### src/rtl/uart_rx_fifo.sv
// UART receiver: synchronised, majority-voted line sampling, framing/parity
// checks, break detection and a show-ahead receive FIFO with error flags.
module uart_rx_fifo #(
    parameter int unsigned DATA_BITS   = 8,
    parameter int unsigned OVERSAMPLE  = 16,
    parameter int unsigned FIFO_DEPTH  = 8,
    parameter int unsigned SYNC_STAGES = 2
) (
    input  logic                          clk,
    input  logic                          reset,
    input  logic                          oversample_tick,
    input  logic                          rx,
    input  logic                          parity_en,
    input  logic                          parity_odd,
    input  logic                          two_stop,
    output logic                          m_valid,
    input  logic                          m_ready,
    output logic [DATA_BITS-1:0]          m_data,
    output logic                          m_parity_err,
    output logic                          m_frame_err,
    output logic [$clog2(FIFO_DEPTH):0]   fifo_count,
    output logic                          overrun,
    output logic                          break_det,
    input  logic                          clear_err
);

    localparam int unsigned CW = $clog2(OVERSAMPLE);
    localparam int unsigned BW = $clog2(DATA_BITS + 1);
    localparam int unsigned PW = $clog2(FIFO_DEPTH);
    localparam int unsigned NW = PW + 1;
    localparam int unsigned EW = DATA_BITS + 2;

    localparam logic [CW-1:0] SMP0  = CW'(OVERSAMPLE / 2 - 1);
    localparam logic [CW-1:0] SMP1  = CW'(OVERSAMPLE / 2);
    localparam logic [CW-1:0] SMP2  = CW'(OVERSAMPLE / 2 + 1);
    localparam logic [CW-1:0] CLAST = CW'(OVERSAMPLE - 1);
    localparam logic [BW-1:0] BLAST = BW'(DATA_BITS - 1);
    localparam logic [NW-1:0] FULL  = NW'(FIFO_DEPTH);

    typedef enum logic [2:0] {IDLE, START, DATA, PARITY, STOP1, STOP2, BREAK} state_t;

    // ---------------- synchroniser ----------------
    logic [SYNC_STAGES-1:0] sync_q;
    logic                   rx_s;

    // Metastability guard on the asynchronous line; resets to idle-high
    always_ff @(posedge clk or posedge reset) begin
        if (reset) sync_q <= '1;
        else       sync_q <= {sync_q[SYNC_STAGES-2:0], rx};
    end

    assign rx_s = sync_q[SYNC_STAGES-1];

    // ---------------- receive FSM ----------------
    state_t               state_q, state_n;
    logic [CW-1:0]        cnt_q, cnt_n;
    logic [BW-1:0]        bit_q, bit_n;
    logic [DATA_BITS-1:0] sh_q, sh_n;
    logic                 s0_q, s0_n, s1_q, s1_n;
    logic                 pen_q, pen_n, podd_q, podd_n, two_q, two_n;
    logic                 pbit_q, pbit_n, perr_q, perr_n, ferr_q, ferr_n;
    logic                 push_q, push_n;
    logic [EW-1:0]        pdata_q, pdata_n;
    logic                 brk_n;
    logic                 vote;

    assign vote = (s0_q & s1_q) | (s0_q & rx_s) | (s1_q & rx_s);

    // FSM and datapath register bank
    always_ff @(posedge clk or posedge reset) begin
        if (reset) begin
            state_q   <= IDLE;
            cnt_q     <= '0;
            bit_q     <= '0;
            sh_q      <= '0;
            s0_q      <= 1'b0;
            s1_q      <= 1'b0;
            pen_q     <= 1'b0;
            podd_q    <= 1'b0;
            two_q     <= 1'b0;
            pbit_q    <= 1'b0;
            perr_q    <= 1'b0;
            ferr_q    <= 1'b0;
            push_q    <= 1'b0;
            pdata_q   <= '0;
            break_det <= 1'b0;
        end else begin
            state_q   <= state_n;
            cnt_q     <= cnt_n;
            bit_q     <= bit_n;
            sh_q      <= sh_n;
            s0_q      <= s0_n;
            s1_q      <= s1_n;
            pen_q     <= pen_n;
            podd_q    <= podd_n;
            two_q     <= two_n;
            pbit_q    <= pbit_n;
            perr_q    <= perr_n;
            ferr_q    <= ferr_n;
            push_q    <= push_n;
            pdata_q   <= pdata_n;
            break_det <= brk_n;
        end
    end

    // Next-state and frame decoding, advancing only on oversample ticks
    always_comb begin
        state_n = state_q;
        cnt_n   = cnt_q;
        bit_n   = bit_q;
        sh_n    = sh_q;
        s0_n    = s0_q;
        s1_n    = s1_q;
        pen_n   = pen_q;
        podd_n  = podd_q;
        two_n   = two_q;
        pbit_n  = pbit_q;
        perr_n  = perr_q;
        ferr_n  = ferr_q;
        push_n  = 1'b0;
        pdata_n = pdata_q;
        brk_n   = 1'b0;

        if (oversample_tick) begin
            if (state_q != IDLE && state_q != BREAK) begin
                cnt_n = cnt_q + CW'(1);
                if (cnt_q == SMP0) s0_n = rx_s;
                if (cnt_q == SMP1) s1_n = rx_s;
            end
            case (state_q)
                IDLE: begin
                    if (!rx_s) begin
                        state_n = START;
                        cnt_n   = '0;
                        bit_n   = '0;
                        pen_n   = parity_en;
                        podd_n  = parity_odd;
                        two_n   = two_stop;
                        pbit_n  = 1'b0;
                        perr_n  = 1'b0;
                        ferr_n  = 1'b0;
                    end
                end
                START: begin
                    if (cnt_q == SMP2 && vote) state_n = IDLE;
                    else if (cnt_q == CLAST)   state_n = DATA;
                end
                DATA: begin
                    if (cnt_q == SMP2) sh_n = {vote, sh_q[DATA_BITS-1:1]};
                    if (cnt_q == CLAST) begin
                        bit_n = bit_q + BW'(1);
                        if (bit_q == BLAST) begin
                            bit_n   = '0;
                            state_n = pen_q ? PARITY : STOP1;
                        end
                    end
                end
                PARITY: begin
                    if (cnt_q == SMP2) begin
                        pbit_n = vote;
                        perr_n = vote != (^sh_q ^ podd_q);
                    end
                    if (cnt_q == CLAST) state_n = STOP1;
                end
                STOP1: begin
                    if (cnt_q == SMP2) begin
                        if (!vote && sh_q == '0 && (!pen_q || !pbit_q)) begin
                            brk_n   = 1'b1;
                            state_n = BREAK;
                        end else begin
                            ferr_n = !vote;
                            if (!two_q) begin
                                // Leave mid-bit so the next start edge is caught early
                                push_n  = 1'b1;
                                pdata_n = {!vote, perr_q, sh_q};
                                state_n = IDLE;
                            end
                        end
                    end else if (cnt_q == CLAST && two_q) begin
                        state_n = STOP2;
                    end
                end
                STOP2: begin
                    if (cnt_q == SMP2) begin
                        ferr_n  = ferr_q | !vote;
                        push_n  = 1'b1;
                        pdata_n = {ferr_q | !vote, perr_q, sh_q};
                        state_n = IDLE;
                    end
                end
                BREAK: begin
                    if (rx_s) state_n = IDLE;
                end
                default: state_n = IDLE;
            endcase
        end
    end

    // ---------------- receive FIFO ----------------
    logic [EW-1:0] mem [FIFO_DEPTH];
    logic [PW-1:0] wr_ptr, rd_ptr, rd_ptr_n;
    logic [NW-1:0] count_n;
    logic [EW-1:0] head_n;
    logic          do_pop, do_push, ovr_set;

    // Push/pop arbitration and next head entry for the show-ahead outputs
    always_comb begin
        do_pop   = m_valid & m_ready;
        do_push  = push_q & ((fifo_count != FULL) | do_pop);
        ovr_set  = push_q & (fifo_count == FULL) & !do_pop;
        count_n  = fifo_count;
        if (do_push && !do_pop)      count_n = fifo_count + NW'(1);
        else if (!do_push && do_pop) count_n = fifo_count - NW'(1);
        rd_ptr_n = do_pop ? rd_ptr + PW'(1) : rd_ptr;
        if (count_n == '0)                       head_n = '0;
        else if (do_push && wr_ptr == rd_ptr_n)  head_n = pdata_q;
        else                                     head_n = mem[rd_ptr_n];
    end

    // FIFO storage; contents are don't-care until written
    always_ff @(posedge clk) begin
        if (do_push) mem[wr_ptr] <= pdata_q;
    end

    // Pointers, occupancy, registered head outputs and sticky overrun
    always_ff @(posedge clk or posedge reset) begin
        if (reset) begin
            wr_ptr       <= '0;
            rd_ptr       <= '0;
            fifo_count   <= '0;
            m_valid      <= 1'b0;
            m_data       <= '0;
            m_parity_err <= 1'b0;
            m_frame_err  <= 1'b0;
            overrun      <= 1'b0;
        end else begin
            if (do_push) wr_ptr <= wr_ptr + PW'(1);
            rd_ptr       <= rd_ptr_n;
            fifo_count   <= count_n;
            m_valid      <= count_n != '0;
            m_data       <= head_n[DATA_BITS-1:0];
            m_parity_err <= head_n[DATA_BITS];
            m_frame_err  <= head_n[DATA_BITS+1];
            if (ovr_set)        overrun <= 1'b1;
            else if (clear_err) overrun <= 1'b0;
        end
    end

endmodule

### config.mk
export PLATFORM = sky130hd
export DESIGN_NAME = uart_rx_fifo
export DESIGN_NICKNAME = d
export VERILOG_FILES = /design/src/rtl/uart_rx_fifo.sv
export SDC_FILE = /design/constraint.sdc
export NUM_CORES = 1
export LEC_CHECK = 0
export CORE_UTILIZATION = 40
export CTS_CLUSTER_DIAMETER = 100
export DETAILED_ROUTE_END_ITERATION = 8
export GPL_TIMING_DRIVEN = 0
export SETUP_SLACK_MARGIN = 0.4
export SLEW_MARGIN = 10
export SYNTH_ARGS = -nofsm -noshare
export SYNTH_HDL_FRONTEND = slang
export SYNTH_SLANG_ARGS = --single-unit
### constraint.sdc
create_clock -name clk -period 4.7 [get_ports clk]
set_input_delay 0.47 -clock clk [delete_from_list [all_inputs] [get_ports clk]]
set_output_delay 0.47 -clock clk [all_outputs]
set_load 0.01 [all_outputs]
==> images/ff_map.png <==
Bar = 50 um. Other sequential cells in the stronger gray, the rest of the logic in the fainter gray.
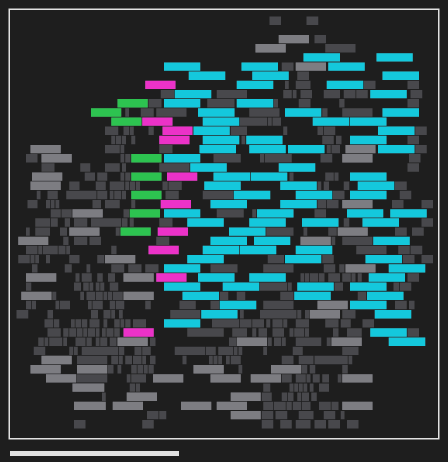
signal	color	sequential cells
`mem`	cyan	80
`pdata_q`	magenta	10
`sh_q`	green	8

==> images/gates.png <==
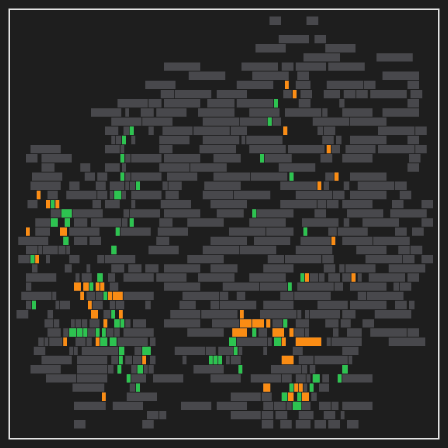
family	color	cells	most used
nand cells	green	61	nand2_1
nor cells	orange	45	nor2_1

==> flow_summary_export.csv <==
group,metric,value,unit
setup_path,setup.worst_path.start_class,"register",
synthesis,synth-cells-yosys,462,
final_timing,tightest_slew,1079,ps
floorplan,die_y,126.9,um
cts,clock_sink_count,143,
synthesis,synth.cell_area,6245,sq um
detailed_routing,drt_first_iter_violations,249,
synthesis,synth-main-ff-cell,"sky130_fd_sc_hd__edfxtp_1",
cts,ctsHoldBuffers,0,
floorplan,floorplan.initialDensity,41.08,%
detailed_routing,wire_per_inst,16.67,um
cts,insertion_delay_late_pin,420,ps
synthesis,asyncSetResetFlopFracSynth,44.06,%
cts,cts_inserted_buffers,17,
detailed_routing,drt-pass1-iter-count,4,
floorplan,placeable_core_region,15200,sq um
synthesis,ys_seq_elements,143,
floorplan,die_w,126.9,um
detailed_routing,dr_wl_met2,5.947,mm
synthesis,synthesis.area_per_instance,13.52,sq um
cts,cts-root-buf,"sky130_fd_sc_hd__clkbuf_16",
cells_and_area,layout_top_cell_excl_fill_tap,"sky130_fd_sc_hd__edfxtp_1",
cells_and_area,layout-drive-gt1-share,16.03,%
setup_path,critical_path.cell_chain,"inv_1 -> ha_1 -> nand3b_1 -> o21ai_1 -> inv_1 -> nand2_1 -> nor2_1",
setup_path,critical_path_peak_fanout,10,
detailed_routing,detail_route.wirelength.met1,5.347,mm
global_routing,grt_pass1_wl,19.63,mm
global_routing,antenna_violations_before_repair,0,
setup_path,required,4730,ps
synthesis,synth.largest_area_cell,"sky130_fd_sc_hd__edfxtp_1",
global_routing,vias_in_the_first_global_route,3769,
setup_path,kind_of_critical_path,"register to register",
synthesis,ys.warnings.count,0,
synthesis,area_leaders,"sky130_fd_sc_hd__edfxtp_1 38%, sky130_fd_sc_hd__dfrtp_1 24%, sky130_fd_sc_hd__mux2i_1 5.6%",
cells_and_area,antenna_cells_inserted,0,
synthesis,syn_nets,484,
cells_and_area,layout.area.comb,2117,sq um
placement,io_buffer_count,25,
final_timing,finalSetupViolations,0,
cts,number_of_instances_resized_during_post_cts_repair,0,
cells_and_area,layout.area.seq,3981,sq um
detailed_routing,top_signal_layer_used,"met4",
power,ir_drop,0.2657,mV
placement,post_dp_hpwl,8.199,mm
cells_and_area,num-fill-cells,1332,
cts,clock_path_buffers,2,
cells_and_area,layout.core_utilization,48.82,%
detailed_routing,met3_wirelength,427,um
final_timing,hold_viol,0,
detailed_routing,vias,3726,
setup_path,end_kind,"register",
synthesis,synth.yosys.chip_area,6245,sq um
cells_and_area,layout.cells.non_filler,712,
synthesis,post_synth_inst_count,462,
placement,gp_routability_congestion,0.8194,
setup_path,worstPathArrival,2960,ps
setup_path,slowest_delay,880,ps
status,status,"finished clean",
final_timing,grt_setup_unrepaired,"false",
final_timing,fmax,0.3414,GHz
detailed_routing,routed_wl,11.87,mm
setup_path,worst_path_max_delay_cell,"sky130_fd_sc_hd__nor2_1",
job,warning_count,30,
setup_path,crit_top_cell,"sky130_fd_sc_hd__inv_1",
final_timing,fin_tns_setup,0,ps
placement,numPlacedInstances,680,
cts,post-cts-setup-buffer-count,0,
job,max-cap-violations,0,
final_timing,report.final.slew_viol_count,0,
synthesis,ys_types,53,
final_timing,slew-limit-headroom,27.78,%
global_routing,global_route.overflow_total,0,
final_timing,fin_worst_hold_slack,361.3,ps
cells_and_area,area_growth,18.85,%
cells_and_area,layout_top_cells_excl_fill_tap,"80 x sky130_fd_sc_hd__edfxtp_1, 61 x sky130_fd_sc_hd__dfrtp_1, 40 x sky130_fd_sc_hd__nand2_1, 35 x sky130_fd_sc_hd__mux2i_1, 31 x sky130_fd_sc_hd__nor2_1",
synthesis,synth_sequential_area_ratio,63.75,%
min_path,worst_hold_path_type,"register to register",
power,power-per-cell-area,595.7,nW/um^2
cts,cts.clk_slew.worst_paths,50,ps
detailed_routing,viasPerCell,5.233,
setup_path,cp_top_family,"simple AND/OR/NAND/NOR gates",
cts,cts-htree-levels,4,
setup_path,cp_num_buf_inv,2,
global_routing,global_route.usage.total,16.27,%
synthesis,enable_flop_cells,80,
floorplan,design.portCount,26,
floorplan,die_area,16120,sq um
cts,clock_tree_from_tritoncts,"done",
detailed_routing,route.antenna.remaining_nets,0,
final_timing,worst_clock_skew,8.630,ps
final_timing,fin_crit,2929,ps
power,static-leakage-power,3.001,nW
global_routing,pin_count_of_the_biggest_net_entering_global_routing,64,
floorplan,rows,45,
cells_and_area,nNetsFinal,533,
final_timing,min_period_over_period,62.32,%
detailed_routing,drt_drc_violations_left,0,
synthesis,yosysTopAreaCellShare,38.47,%
==> metal layers <==
metal / GRT usage (%) / up-vias
li1: - / 1780
met1: 20.87 / 1871
met2: 26.70 / 65
met3: 4.429 / 10
met4: 5.532 / 0
met5: 0 / -
==> cell families (layout without fill, tap and decap cells) <==
family / count (synthesis) / count (layout) / synth area share, %
mux: 63 / 63 / 12.32
flops: 143 / 143 / 63.75
buf+inv: 41 / 103 / 2.765
fa+ha+maj: 14 / 14 / 2.765
simple gates: 120 / 120 / 9.397
xor+xnor: 18 / 18 / 2.825
compound gates: 63 / 63 / 6.171
==> report_power, final <==
group	internal, mW	switching [mW]	total, mW
clock network	0.892	0.496	1.39
registers	1.48	0.124	1.60
logic	0.662	0.772	1.43
==> synthesized netlist by cell type (5+ instances only) <==
cell and instances:
sky130_fd_sc_hd__inv_1 22, sky130_fd_sc_hd__o21ai_0 24, sky130_fd_sc_hd__nor3_1 6, sky130_fd_sc_hd__mux2_2 18, sky130_fd_sc_hd__and3_1 5, sky130_fd_sc_hd__a211oi_1 9, sky130_fd_sc_hd__clkbuf_1 11, sky130_fd_sc_hd__nand2_1 40
sky130_fd_sc_hd__nand3_1 10, sky130_fd_sc_hd__mux2i_1 35, sky130_fd_sc_hd__a21oi_1 14, sky130_fd_sc_hd__xor2_1 6, sky130_fd_sc_hd__xnor2_1 11, sky130_fd_sc_hd__mux4_2 9, sky130_fd_sc_hd__dfrtp_1 61, sky130_fd_sc_hd__ha_1 13
sky130_fd_sc_hd__nor2_1 31, sky130_fd_sc_hd__edfxtp_1 80
==> registers in the layout, summed over array words and instances, names as in the netlist, 3 cells and up <==
register    cells
rd_ptr          3
pdata_q        10
wr_ptr          3
fifo_count      4
sh_q            8
mem            80
m_data          8
state_q         3
cnt_q           4
bit_q           4
==> cell type report <==
type,instances,area share (%)
tap,188,3.169
clock inverter,9,1.753
multi-input combinational,278,28.52
inverter,23,1.197
clock buffer,23,6.575
sequential,143,53.64
buffer,18,1.163
timing repair buffer,30,3.978
==> worst paths after layout <==
check | startpoint | to | slack, ps | cells after the start
setup / recovery | fifo_count[0] | mem[7][4] | 1770 | 7
hold / removal | sync_q[0] | sync_q[1] | 360 | 0
setup reg to reg | fifo_count[0] | mem[7][4] | 1770 | 7
hold reg to reg | sync_q[0] | sync_q[1] | 360 | 0
max in group asynchronous | reset | sh_q[7] | 3620 | 2
min in group asynchronous | reset | push_q | 570 | 2
==> stage by stage <==
step / setup slack (ps) / cell area [sq um] / power (mW)
after global placement: 767.6 / 6730 / 3.035
after CTS: 1717 / 7422 / 4.467
after floorplan: 2122 / 6245 / 2.647
after detailed placement: 1381 / 6804 / 3.068
after global routing: 1567 / 7422 / 4.669
final: 1771 / 7422 / 4.421
No activity file was given, so power comes from the tool's default toggle rates.
